### Track usage over the die, run 1

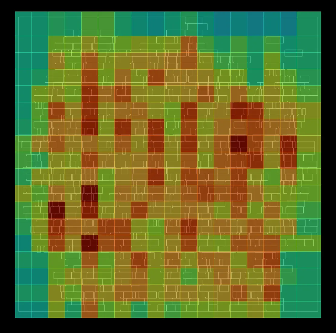
### Signal metal coverage by tile, run 1

Scale bar: 50 um. The die is cut into 25 by 25 equal tiles; dark purple is low, yellow is high, scaled to the fullest tile. Values are wire area over tile area, all layers added.
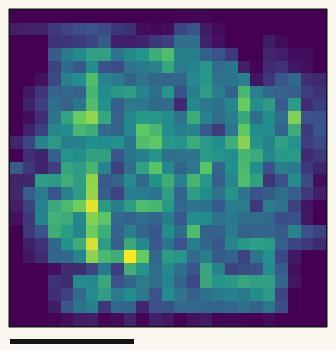
### Sizing map, run 1

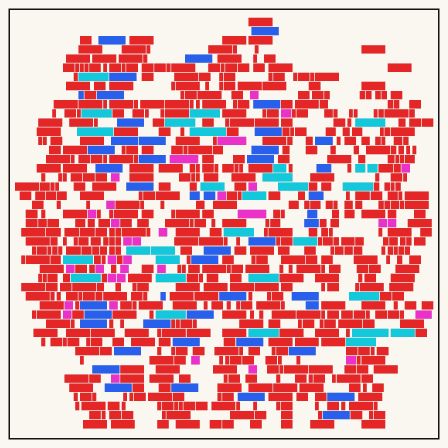
## src/rtl/router_fifo.sv

```systemverilog
// router_fifo: per-destination output buffer of the 1x3 router.
// Stores WIDTH-bit bytes tagged with a header flag (bit WIDTH of each entry).
// It tracks the remaining packet length on the read side and is flushed by a
// soft reset from the read-timeout logic.
//
// Ports:
//   clk         rising-edge clock
//   rst         synchronous, active-low reset
//   soft_reset  synchronous, active-high flush (lower priority than rst)
//   write_enb   write request for this instance
//   read_enb    read request from the output port
//   lfd_state   high when data_in is the header byte
//   data_in     byte to store
//   data_out    registered read data
//   full        no free entry
//   empty       no stored entry
module router_fifo #(
  parameter int unsigned DEPTH = 16,
  parameter int unsigned WIDTH = 8,
  parameter int unsigned PTR_W = 4
) (
  input  logic             clk,
  input  logic             rst,
  input  logic             soft_reset,
  input  logic             write_enb,
  input  logic             read_enb,
  input  logic             lfd_state,
  input  logic [WIDTH-1:0] data_in,
  output logic [WIDTH-1:0] data_out,
  output logic             full,
  output logic             empty
);

  logic [WIDTH:0]   mem_q [DEPTH];
  logic [WIDTH:0]   mem_d [DEPTH];
  logic [PTR_W:0]   wr_ptr_q, wr_ptr_d;
  logic [PTR_W:0]   rd_ptr_q, rd_ptr_d;
  logic [6:0]       pkt_count_q, pkt_count_d;
  logic [WIDTH-1:0] data_out_q, data_out_d;

  logic             wr_ok;
  logic             rd_ok;
  logic [WIDTH:0]   rd_entry;

  // Extra pointer MSB distinguishes full from empty when the indices match.
  assign empty = (wr_ptr_q == rd_ptr_q);
  assign full  = (wr_ptr_q[PTR_W] != rd_ptr_q[PTR_W]) &&
                 (wr_ptr_q[PTR_W-1:0] == rd_ptr_q[PTR_W-1:0]);

  assign wr_ok    = write_enb && !full;
  assign rd_ok    = read_enb && !empty;
  assign rd_entry = mem_q[rd_ptr_q[PTR_W-1:0]];
  assign data_out = data_out_q;

  always_comb begin
    mem_d       = mem_q;
    wr_ptr_d    = wr_ptr_q;
    rd_ptr_d    = rd_ptr_q;
    pkt_count_d = pkt_count_q;
    data_out_d  = data_out_q;

    if (soft_reset) begin
      for (int unsigned i = 0; i < DEPTH; i++) begin
        mem_d[i] = '0;
      end
      wr_ptr_d    = '0;
      rd_ptr_d    = '0;
      pkt_count_d = '0;
      data_out_d  = '0;
    end else begin
      if (wr_ok) begin
        mem_d[wr_ptr_q[PTR_W-1:0]] = {lfd_state, data_in};
        wr_ptr_d = wr_ptr_q + 1'b1;
      end

      if (rd_ok) begin
        data_out_d = rd_entry[WIDTH-1:0];
        rd_ptr_d   = rd_ptr_q + 1'b1;
        // Header byte carries payload length in [7:2]; +1 covers the parity byte.
        if (rd_entry[WIDTH]) begin
          pkt_count_d = {1'b0, rd_entry[7:2]} + 7'd1;
        end else if (pkt_count_q != '0) begin
          pkt_count_d = pkt_count_q - 7'd1;
        end
      end else if (pkt_count_q == '0) begin
        data_out_d = '0;
      end
    end
  end

  always_ff @(posedge clk) begin
    if (!rst) begin
      for (int unsigned i = 0; i < DEPTH; i++) begin
        mem_q[i] <= '0;
      end
      wr_ptr_q    <= '0;
      rd_ptr_q    <= '0;
      pkt_count_q <= '0;
      data_out_q  <= '0;
    end else begin
      mem_q       <= mem_d;
      wr_ptr_q    <= wr_ptr_d;
      rd_ptr_q    <= rd_ptr_d;
      pkt_count_q <= pkt_count_d;
      data_out_q  <= data_out_d;
    end
  end

endmodule
```

## config.mk

```make
export PLATFORM = sky130hd
export DESIGN_NAME = router_fifo
export DESIGN_NICKNAME = d
export VERILOG_FILES = /design/src/rtl/router_fifo.sv
export SDC_FILE = /design/constraint.sdc
export NUM_CORES = 1
export LEC_CHECK = 0
export CORE_MARGIN = 1
export CORE_UTILIZATION = 50
export CTS_CLUSTER_SIZE = 30
export DETAILED_ROUTE_END_ITERATION = 7
export PLACE_DENSITY = 0.67
export SLEW_MARGIN = 20
export SYNTH_ARGS = -nofsm -noshare
export SYNTH_HDL_FRONTEND = slang
export SYNTH_SLANG_ARGS = --single-unit
```

## constraint.sdc

```tcl
create_clock -name clk -period 2.8 [get_ports clk]
set_input_delay 0.56 -clock clk [delete_from_list [all_inputs] [get_ports clk]]
set_output_delay 0.56 -clock clk [all_outputs]
set_load 0.005 [all_outputs]
```

==> metrics.cfg, run 1 <==
[global_routing]
grt_max_degree = 53
antenna_found_initial = 0
grt-busiest-layer = met2
grt-ovfl-total = 0
gr-usage-met1 = 0.324
grt_first_pass_wirelength_mm = 30.8

[routing]
m1WireLength_mm = 8.56
dr.pass1.iters = 5
wl_met2_mm = 9.42
top_layer_used = met4

[sta]
fmax_mhz = 393
hold_slack_ps = 475
fin_worst_skew_ps = 9.54
period_needed_ps = 2540
tightest_slew_ps = 703
rsz0062_at_grt = no

[floorplan]
initial_utilization = 0.515
io_pins = 24
coreArea_um2 = 15300

[run_status]
status = complete, no violations

[place]
placed_area_um2 = 8300
hpwlAfterDp_mm = 13.0
post-place-cells = 954

[clock_tree]
htree_num_levels = 4
post_cts_buffers = 0
ctsHoldBuffers = 0
insertion_delay_ps = 420

[power_and_ir_drop]
p_per_area_nw_per_um2 = 565
p_switching_mw = 1.13
swShare = 0.225
comb_power_share = 0.044
p_leak_nw = 3.98
power_leader = registers

[worst_setup_path]
start_kind = register
startpoint = wr_ptr_q[2]
r2r_setup_slack_ps = 270
crit_path_end = empty

[finish]
num_antenna_cells = 0
mostFrequentLayoutCells = 166 x dfxtp_1, 165 x nor2_1, 165 x mux2i_1

[yosys]
ys_cells = 756
synth_cells = 756
synth-edff-count = 0
ys_warn_count = 0
syn_area_um2 = 7850
synth_flops = 169
syn_nets = 777

[min_path]
hold_class = register to register

Back to the opening pictures, 'Track usage over the die':
Final Util: 0.584
GRT Total Usage: 0.252
routed len/inst: 19.4 um
global-route track usage on met3: 0.0448

Back to the opening pictures, 'Signal metal coverage by tile':
The fullest tile reaches 0.60. The emptiest ninth of the die: north-east. The mean over all tiles is 0.19. 20% of the tiles are over half the peak. The densest ninth of the die: center.
vias post-DR: 5609
Routed WL: 19.1 mm

Back to the opening pictures, 'Sizing map':
Key: drive 3 to 4 = magenta [cells 33, share 4.3%]; drive 6 and up = cyan [cells 30, share 3.9%]; drive 2 = blue [cells 46, share 5.9%]; drive 1 or less = red [cells 666, share 86%]
Final Cell Area: 8910 um2
setup ws final: 257 ps

-- run 1: final cells by class --
type / count / share of cell area
multi-input cells: 513 / 0.457
repair buffers: 54 / 0.0618
clock inverters: 13 / 0.0190
flip-flops and latches: 169 / 0.381
well taps: 211 / 0.0296
clock buffers: 19 / 0.0486
inverters: 7 / 0.00295
-- run 1: Yosys cell counts, types with 5 or more instances --
library cell  number  area [um2]
a21oi_1           16        80.1
a22oi_1            6        45.0
buf_2              7        35.0
buf_4             20         150
clkbuf_1          32         120
dfxtp_1          169        3380
ha_1               7        87.6
inv_1              7        26.3
mux2i_1          165        1650
mux4_2            36         811
nand2_1           20        75.1
nand3_1           24         120
nand4_1            9        56.3
nor2_1           165         619
nor2b_1            5        31.3
xnor2_1           10        87.6
xor2_1             7        61.3
-- run 1: cells by family after synthesis --
| kind of cell | Yosys count | synth area share |
|---|---|---|
| AND-OR/OR-AND | 47 | 0.0417 |
| XOR/XNOR | 17 | 0.0190 |
| adder cells (fa/ha/maj) | 7 | 0.0112 |
| buffers and inverters | 74 | 0.0513 |
| flip-flops | 169 | 0.431 |
| multiplexers | 202 | 0.315 |
| AND/OR/NAND/NOR | 240 | 0.131 |
-- run 1: worst max-delay path, cell delays in order (launching register included) --
cell and delay (ps):
dfxtp_1 530, xnor2_1 170, nand4_1 200, nor2_1 140
clkdlybuf4s50_1 520
-- run 1: how the worst min path moves through the flow --
stage,startpoint,endpoint,depth (start not counted)
after global placement,data_out[3],data_out[3],2
after CTS,data_out[1],data_out[1],2
after global routing,data_out[3],data_out[3],2
after floorplan,mem_q[101],mem_q[101],2
final,data_out[6],data_out[6],2
after detailed placement,data_out[6],data_out[6],2
--- run 2 (diff from run 1) ---
--- a/config.mk
+++ b/config.mk
@@ -7,8 +7,8 @@
 export LEC_CHECK = 0
 export CORE_MARGIN = 1
 export CORE_UTILIZATION = 50
-export CTS_CLUSTER_SIZE = 30
 export DETAILED_ROUTE_END_ITERATION = 7
+export GPL_ROUTABILITY_DRIVEN = 0
 export PLACE_DENSITY = 0.67
 export SLEW_MARGIN = 20
 export SYNTH_ARGS = -nofsm -noshare
### Track usage over the die, run 2

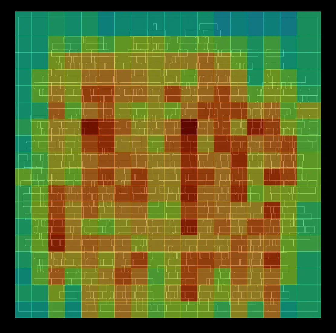
global-route track usage on met3: 0.0536
grt met2 use: 0.423
GRT Max-Usage Layer: met2

==> run 2 against run 1 <==
Compared with the run above: global-route usage is 0.18 points lower; sequential power is essentially flat; die size unchanged; largest power group unchanged; synthesized cell count is the same; core utilization rose by 0.11 points; wire length is 1.6% lower; clock power barely moved; final cell count grew 0.10%; non-clock buffer count rose by 1.
==> metrics.cfg, run 2 <==
[run_status]
status = complete, no violations

[finish]
largest-register = mem_q
largest_reg_flops = 144
final_common_cell = dfxtp_1
comb_area_um2 = 4080
area.sequential_um2 = 3390
num_antenna_cells = 0
final_core_util = 0.585
mostFrequentLayoutCells = 166 x dfxtp_1, 165 x nor2_1, 165 x mux2i_1
fill_cells = 1258

[routing]
dr.pass1.iters = 5
vias = 5601
drt_iter0_drc = 299
wire_per_inst_um = 19.1
detail-route-antenna-nets = 0
viasPerCell = 5.67
wirelength_mm = 18.8

[yosys]
ys.flop_type = dfxtp_1
ys_warn_count = 0
synth_top_area_share = 0.431
synth-edff-count = 0
yosysTopAreaCell = dfxtp_1
yosys-top-cells-count = 169 x dfxtp_1, 165 x mux2i_1, 165 x nor2_1
syn_area_um2 = 7850
synth_flops = 169
ys_cells = 756
top_cells_by_area = dfxtp_1 43%, mux2i_1 21%, mux4_2 10%
yosysMostFrequentCell = dfxtp_1
synth_cells = 756
syn_nets = 777

[clock_tree]
clk_pin_slew_worst_paths_ps = 60
cts_tree = done
post_cts_buffers = 0
insertion_delay_ps = 430
htree_num_levels = 4
numCtsBuffers = 17
ctsHoldBuffers = 0
clockBufferDepth = 2

[floorplan]
initial_utilization = 0.515
dieArea_um2 = 16200
io_pins = 24
coreArea_um2 = 15300

[sta]
setup_violations = 0
fin_worst_skew_ps = 6.10
period_needed_ps = 2710
post-route-period-util = 0.967
tightest_slew_ps = 748
fin_ws_ps = 93.8
rsz0062_at_grt = no
fmax_mhz = 370
hold_viol = 0

[worst_setup_path]
start_kind = register
cp_slowest_stage_delay_ps = 630
crit_chain = xnor2_1 > nand4_1 > nor2_1 > clkdlybuf4s50_1
startpoint = rd_ptr_q[2]
r2r_setup_slack_ps = 230
slowest_stage = dfxtp_2

[power_and_ir_drop]
p_per_area_nw_per_um2 = 565
p_leak_nw = 3.99

[min_path]
hold_class = register to register
min_from = data_out[7]

[place]
port_buffers = 23
hpwlAfterDp_mm = 12.8

[global_routing]
grt_max_degree = 52
grt_first_pass_wirelength_mm = 30.3
track_usage = 0.250
grt-ovfl-total = 0
antenna_found_initial = 0

[flow_run]
warnings = 29

[run 2: final cells by class]
type	count	share of cell area
Clock inverter	11	0.0163
Clock buffer	21	0.0516
Sequential cell	169	0.379
Timing Repair Buffer	55	0.0639
Inverter	7	0.00294
Tap cell	211	0.0296
Multi-Input combinational cell	513	0.456
[run 2: final timing paths]
| check | end | cells past startpoint |
|---|---|---|
| worst max-delay path | empty | 4 |
| worst min-delay path | data_out[7] | 2 |
| worst max register to register | pkt_count_q[2] | 5 |
| worst min register to register | data_out[7] | 2 |
[run 2: worst max-delay path, delay by kind of cell (launching register included)]
family / cells / cell delay, ps
XOR/XNOR: 1 / 180
buffers and inverters: 1 / 520
flip-flops: 1 / 630
AND/OR/NAND/NOR: 2 / 380
[run 2: routing by layer]
metal	wire [um]	vias up	part of all wire	GRT usage
li1	-	2657	-	-
met2	9280	136	0.49	0.423
met5	0	-	0	0
met3	784	25	0.042	0.0536
met4	444	0	0.024	0.101
met1	8340	2783	0.44	0.310
[run 2: kinds of logic (layout without fill, tap and decap cells)]
family,count (synthesis),in the layout,share of synthesized area
AND/OR/NAND/NOR,240,240,0.131
flip-flops,169,169,0.431
multiplexers,202,202,0.315
buffers and inverters,74,94,0.0513
XOR/XNOR,17,17,0.0190
adder cells (fa/ha/maj),7,7,0.0112
AND-OR/OR-AND,47,47,0.0417
[run 2: report_power, final]
part	switching [mW]	internal, mW
Clock	0.954	1.45
Combinational	0.141	0.0808
Sequential	0.00792	2.41
[run 2: metrics by stage]
step	hold WS, ps	cell area, um2	cells
after floorplan	458	7850	756
after global placement	458	8320	955
after detailed placement	464	8320	955
after CTS	473	8930	987
after global routing	485	8930	987
final	471	8930	987
--- run 3 (diff from run 2) ---
--- a/config.mk
+++ b/config.mk
@@ -8,7 +8,6 @@
 export CORE_MARGIN = 1
 export CORE_UTILIZATION = 50
 export DETAILED_ROUTE_END_ITERATION = 7
-export GPL_ROUTABILITY_DRIVEN = 0
 export PLACE_DENSITY = 0.67
 export SLEW_MARGIN = 20
 export SYNTH_ARGS = -nofsm -noshare
### Sizing map, run 3

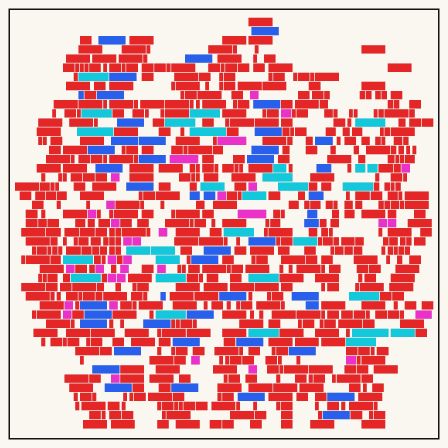
Key: drive 2 = blue [cells 46, share 5.9%]; drive 6 and up = cyan [cells 30, share 3.9%]; drive 3 to 4 = magenta [cells 33, share 4.3%]; drive 1 or less = red [cells 666, share 86%]
P&R area growth vs syn: 13.5%
bufs w/o clock: 54

==> run 3 against run 2 <==
Compared with the run above: critical path depth did not move; die size did not move; maximum frequency increased by 6.4%; critical endpoint unchanged; sequential power about the same; final area down 0.18%; sequential cell count did not move; largest power group unchanged; global-route usage increased by 0.18 points; clock power hardly changed; final cell count fell by 0.10%; synthesized cell count unchanged; first-iteration DRC count grew 16%; combinational power barely moved.
==> metrics.cfg, run 3 <==
[global_routing]
grt-ovfl-total = 0
grt-busiest-layer = met2
grt_max_degree = 53
antenna_found_initial = 0
gr-usage-met1 = 0.324
grt_first_pass_wirelength_mm = 30.8

[worst_setup_path]
start_kind = register
slowest_stage = dfxtp_1
crit_buf_inv = 1
cp_num_cells = 4
ff2ff_path_depth = 7
r2r_setup_slack_ps = 270
cpLargestDelayFamily = flip-flops

[yosys]
syn_nets = 777
syn_area_um2 = 7850
yosysMostFrequentCell = dfxtp_1
ys_cells = 756
top_cells_by_area = dfxtp_1 43%, mux2i_1 21%, mux4_2 10%
synth_flops = 169
synth-edff-count = 0
yosysTopAreaCell = dfxtp_1
synth_cells = 756
ys.flop_type = dfxtp_1
ys_warn_count = 0
synth_top_area_share = 0.431
yosys-top-cells-count = 169 x dfxtp_1, 165 x mux2i_1, 165 x nor2_1

[sta]
fin_worst_skew_ps = 9.54
fmax_mhz = 393
setup_violations = 0
tightest_slew_ps = 703
hold_viol = 0
period_needed_ps = 2540
post-route-period-util = 0.908
rsz0062_at_grt = no

[floorplan]
coreArea_um2 = 15300
dieArea_um2 = 16200
io_pins = 24

[clock_tree]
clockBufferDepth = 2
htree_num_levels = 4
insertion_delay_ps = 420
cts_tree = done
clk_pin_slew_worst_paths_ps = 60

[routing]
viasPerCell = 5.69
vias = 5609
drt_iter0_drc = 348
detail-route-antenna-nets = 0
wirelength_mm = 19.1
dr.pass1.iters = 5
wire_per_inst_um = 19.4
wl_met2_mm = 9.42
wl_met3_um = 720

[finish]
num_antenna_cells = 0
largest-register = mem_q
final_core_util = 0.584
largest_reg_flops = 144
final_common_cell = dfxtp_1
mostFrequentLayoutCells = 166 x dfxtp_1, 165 x nor2_1, 165 x mux2i_1
area.sequential_um2 = 3390

[power_and_ir_drop]
p_leak_nw = 3.98
p_per_area_nw_per_um2 = 565

[place]
port_buffers = 23

[run_status]
status = complete, no violations

[min_path]
min_from = data_out[6]
hold_class = register to register
min_path_cells = 2

[flow_run]
warnings = 29

==> run 3: cell counts after synthesis <==
No cell type changed its count.
==> run 3: cells by family after synthesis <==
logic type	synth area share
flops	0.431
mux	0.315
simple gates	0.131
xor+xnor	0.0190
buf+inv	0.0513
fa+ha+maj	0.0112
compound gates	0.0417
==> run 3: timing repair <==
action | CTS | global route
setup endpoints to repair | 0 | 3
hold endpoints to repair | 0 | 0
buffers inserted | 0 | 0
hold buffers | 0 | 0
gates resized | 0 | 3
==> run 3: final cells by class <==
type / instances / share of cell area
timing repair buffer: 54 / 0.0618
tap: 211 / 0.0296
multi-input combinational: 513 / 0.457
clock inverter: 13 / 0.0190
clock buffer: 19 / 0.0486
sequential: 169 / 0.381
inverter: 7 / 0.00295
==> run 3: path summary, 6_finish.rpt <==
path / endpoint
setup / recovery: empty
setup reg to reg: pkt_count_q[3]
hold reg to reg: data_out[6]
hold / removal: data_out[6]
==> run 3: power breakdown <==
part	total, mW	leakage, nW	switching, mW	internal [mW]
clock	2.40	0.286	0.982	1.41
combinational	0.222	2.33	0.140	0.0821
sequential	2.42	1.36	0.00828	2.41
==> run 3: per-stage QoR <==
step / hold WS, ps / setup slack [ps] / cells / power [mW] / instance area [um2]
floorplan: 458 / 533 / 756 / 2.61 / 7850
global placement: 457 / 167 / 954 / 2.69 / 8300
detailed placement: 471 / 176 / 954 / 2.69 / 8300
CTS: 480 / 85.5 / 986 / 5.08 / 8900
global route: 488 / 50.9 / 986 / 5.19 / 8910
finish: 475 / 257 / 986 / 5.04 / 8910
==> run 3: worst register-to-register path, stage by stage (launching register included) <==
cell and delay, ps:
dfxtp_4 520, buf_4 370, mux4_2 550, mux2i_1 260
inv_1 80, a21boi_1 300, xor2_1 210, o22ai_2 100
Power and IR drop assume default switching activity.
